Design trap_ctrl, sky130hd; sources not shown.
### Clock nets, run 1

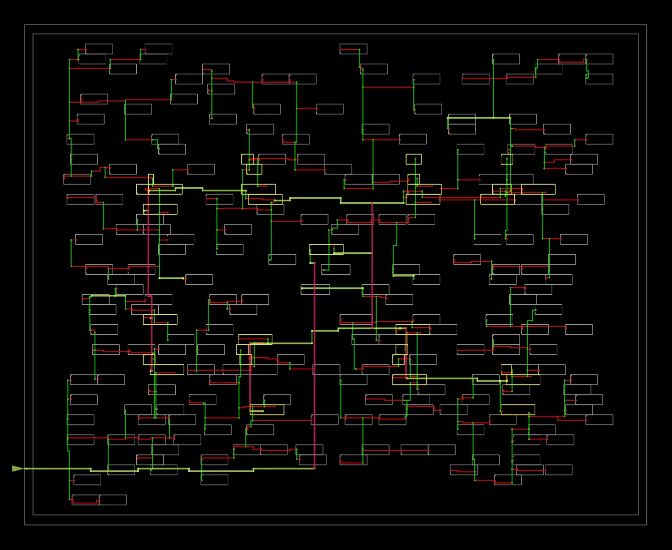
worst-skew pair later-pin latency: 0.44 ns
Sink Count: 198
registers: 198
clock group total power: 2.08 mW

### Drive-strength map, run 1

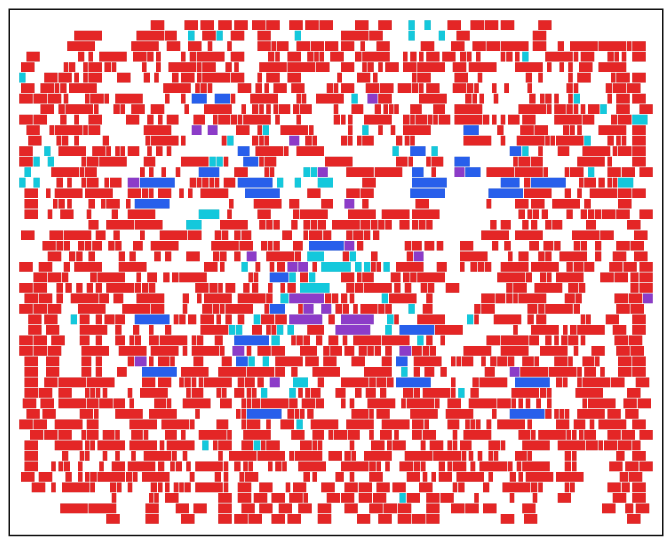
legend:
  _3 and _4 cells:
    color: purple
    cells: 25
  _2 cells:
    color: cyan
    cells: 72
  _6 and larger:
    color: blue
    cells: 33
  _0 and _1 cells:
    color: red
    cells: 1,331
Non-clk bufs: 429
setup ws final: 0.03782 ns
Finished Cell Area: 12,980 um2
P&R area growth vs syn: 45.72%

### Met1 routing, run 1

Supply wires on this layer in gray.
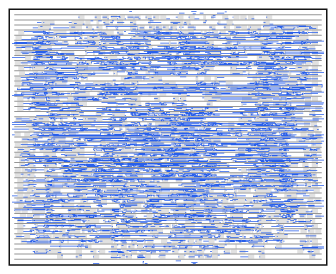
share of all routed wire: 43%
nets with wire on the layer: 1,510
Post-Route WL: 34,080 um
met1 usage: 0.3850
DR vias: 9,572

==> impl_metrics.tcl, run 1 <==
# flow metrics
set metrics [dict create \
    status "complete, no violations" \
    edf_count 0 \
    setup_viol 0 \
    p_switching_mw 5.016 \
    crit_cells 8 \
    xor_share 0 \
    fp.dieArea_um2 22930 \
    powerDensity_nw_per_um2 882.0 \
    critPathKind "reg -> out" \
    whs_path_depth 2 \
    syn_area_per_cell_um2 8.010 \
    grt_pass1_vias 9032 \
    worst_pin_slew_ns 0.9918 \
    mux_area_frac 0.07431 \
    post-route-util 0.6054 \
    ys_seq_frac 0.4450 \
    cts_htree_levels 4 \
    power_leakage_nw 4.708 \
    period_used_share 0.9882 \
    hold_viol 0 \
    first_pass_iters 5 \
    placementRows 48 \
    comb_share 0.3438 \
    simple_gate_share 0.1858 \
    crit_path_top_delay_cell "dfxtp_4" \
    fmax_mhz 316.2 \
    clkTransAtPathRegs_ns 0.07 \
    wl_per_cell_um 19.63 \
    flop_cell "dfxtp_1" \
    logic_family "AND-OR/OR-AND gates" \
    grt_busiest_layer "met2" \
    synth_warnings 0 \
    dp.final_hpwl_um 26330 \
    dpl_cell_area_um2 12440 \
    use_met2 0.4777 \
    postSynthCellCount 1112 \
    lay_top_count "clkdlybuf4s50_1" \
    synth-adder-area-share 0.005619 \
    path_cells "buf_6, buf_8, clkinvlp_4, ha_4, clkbuf_4, a21oi_1, nor2_1, clkdlybuf4s15_2" \
    hold_buffers 0 \
    ys_types 40 \
    floorplan.nets 1357 \
]
## run 1: metal layers
metal | vias up | part of all wire
met2 | 443 | 0.47
met1 | 4483 | 0.43
met3 | 43 | 0.092
met4 | 0 | 0.017
li1 | 4603 | -
met5 | - | 0
## run 1: repair_timing
action	4_1_cts	5_1_grt
buffers inserted	0	3
endpoints found under the setup margin	47	31
gates resized	168	33
pin swaps	0	0
## run 1: power by group through the flow
stage | Combinational, mW | Sequential [mW] | Clock [mW]
finish | 5.71 | 3.65 | 2.08
global route | 6.14 | 3.72 | 2.20
CTS | 5.68 | 3.65 | 2.10
detailed placement | 5.77 | 3.68 | 0
global placement | 5.70 | 3.66 | 0
floorplan | 3.22 | 3.69 | 0
==> run 1 -> run 2 <==
--- a/config.mk
+++ b/config.mk
@@ -6,14 +6,14 @@
 export NUM_CORES = 1
 export LEC_CHECK = 0
 export ABC_AREA = 0
-export CAP_MARGIN = 10
 export CORE_ASPECT_RATIO = 0.8
 export CORE_MARGIN = 2
 export CORE_UTILIZATION = 41
 export DETAILED_ROUTE_END_ITERATION = 8
 export GPL_TIMING_DRIVEN = 0
 export HOLD_SLACK_MARGIN = 0.12
-export PLACE_DENSITY_LB_ADDON = 0.15
+export PLACE_DENSITY = 0.74
+export SKIP_LAST_GASP = 1
 export SYNTH_ARGS = -nofsm -noshare
 export SYNTH_HDL_FRONTEND = slang
 export SYNTH_SLANG_ARGS = --single-unit
### Clock nets, run 2

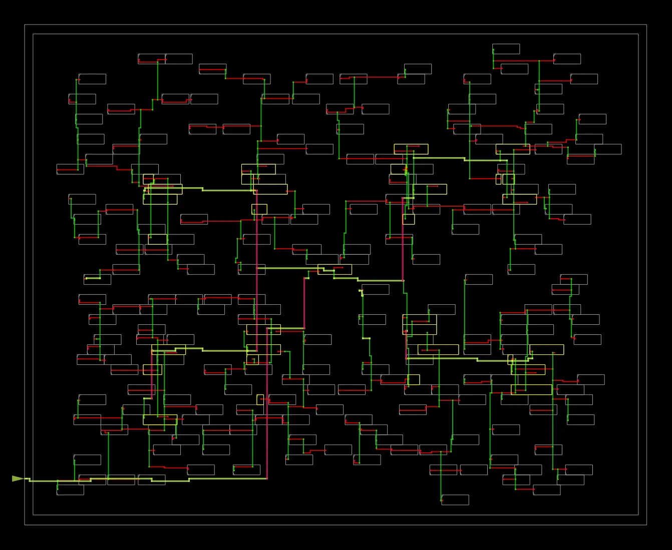
clock group total power: 2.23 mW
clock buf count: 21

### Cell classes on the final placement, run 2

Scale bar: 50 um.
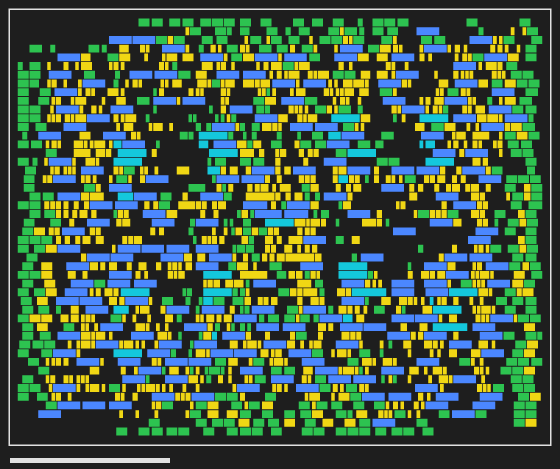
legend:
  combinational and other logic:
    color: yellow
    cells: 803
    share_of_their_area: 35%
  other buffers and delay cells:
    color: green
    cells: 432
    share_of_their_area: 29%
  flops:
    color: blue
    cells: 198
    share_of_their_area: 31%
  clock drivers and dummy loads:
    color: cyan
    cells: 32
    share_of_their_area: 4.7%
CORE AREA: 21,440 um2
# rows: 48
Seq/total area: 0.3028
Final Core Density: 0.6115
Finished Cell Area: 13,110 um2

==> run 2 against run 1 <==
  * Via count grew 2.5%
  * First-iteration DRC count fell by 0.82%
  * Worst hold slack improved by 0.00085 ns
  * Register-to-register slack improved by 0.05 ns
  * Largest power group unchanged
  * Global-route usage rose by 1.2 points
  * Final area increased by 1.0%
  * Critical path type unchanged
  * Flip-flop count stayed put
  * Combinational power up 3%
==> impl_metrics.tcl, run 2 <==
# flow metrics
set metrics [dict create \
    crit_path_top_delay_cell "clkdlybuf4s50_1" \
    setup_viol 0 \
    globalRouteMet1Util 0.3892 \
    grt_pass1_vias 9422 \
    setup_ws_ns 0.03521 \
    power_leakage_nw 4.736 \
    m1WireLength_um 14940 \
    powerDensity_nw_per_um2 897.6 \
    vias 9808 \
    cts_htree_levels 4 \
    hold_viol 0 \
    first_pass_iters 7 \
    insertion_delay_ns 0.44 \
    synth_warnings 0 \
    fmax_mhz 316.0 \
    dpl_cell_area_um2 12440 \
    highest_layer "met4" \
    ys_types 40 \
    dp.final_hpwl_um 27110 \
    cts.sinks 198 \
    edf_count 0 \
    floorplan.nets 1357 \
    worst_pin_slew_ns 0.8205 \
    ys_seq_frac 0.4450 \
    status "complete, no violations" \
    path_cells "buf_4, inv_1, ha_1, a21oi_1, nor2_1, clkdlybuf4s50_1" \
    flops 198 \
    lay_top_count "clkdlybuf4s50_1" \
    met2_length_um 16530 \
    n_all_buffers 432 \
    critPathKind "reg -> out" \
    top_cells_by_area "dfxtp_1, nand2_1, a21oi_1" \
    grt_busiest_layer "met2" \
    crit_cells 6 \
    hold_buffers 0 \
    use_met2 0.5036 \
    wl_met3_um 3189 \
    wl_um 35490 \
    comb_share 0.3426 \
    area_growth_pct 47.18 \
    flop_cell "dfxtp_1" \
    clkTransAtPathRegs_ns 0.07 \
    fp.dieArea_um2 22930 \
    syn_area_per_cell_um2 8.010 \
]
==> run 2: what timing repair did <==
| action | CTS | global route |
|---|---|---|
| buffers inserted | 3 | 2 |
| resized | 124 | 59 |
| setup endpoints to repair | 47 | 33 |
| cloned | 0 | 0 |
==> run 2: cell families (layout without fill, tap and decap cells) <==
logic type,Yosys count,in the layout,share of synthesized area
AND/OR/NAND/NOR,397,397,0.1858
AND-OR/OR-AND,333,333,0.2318
flip-flops,198,198,0.4450
buffers and inverters,114,467,0.05745
multiplexers,66,66,0.07431
adder cells (fa/ha/maj),4,4,0.005619
other,0,1,0
==> run 2: where the power goes <==
part / total [mW] / leakage, nW / switching, mW / internal (mW)
clock: 2.23 / 0.292 / 1.02 / 1.22
combinational: 5.86 / 2.82 / 3.58 / 2.28
sequential: 3.67 / 1.63 / 0.506 / 3.16
Power is estimated from default activity; no workload was simulated.
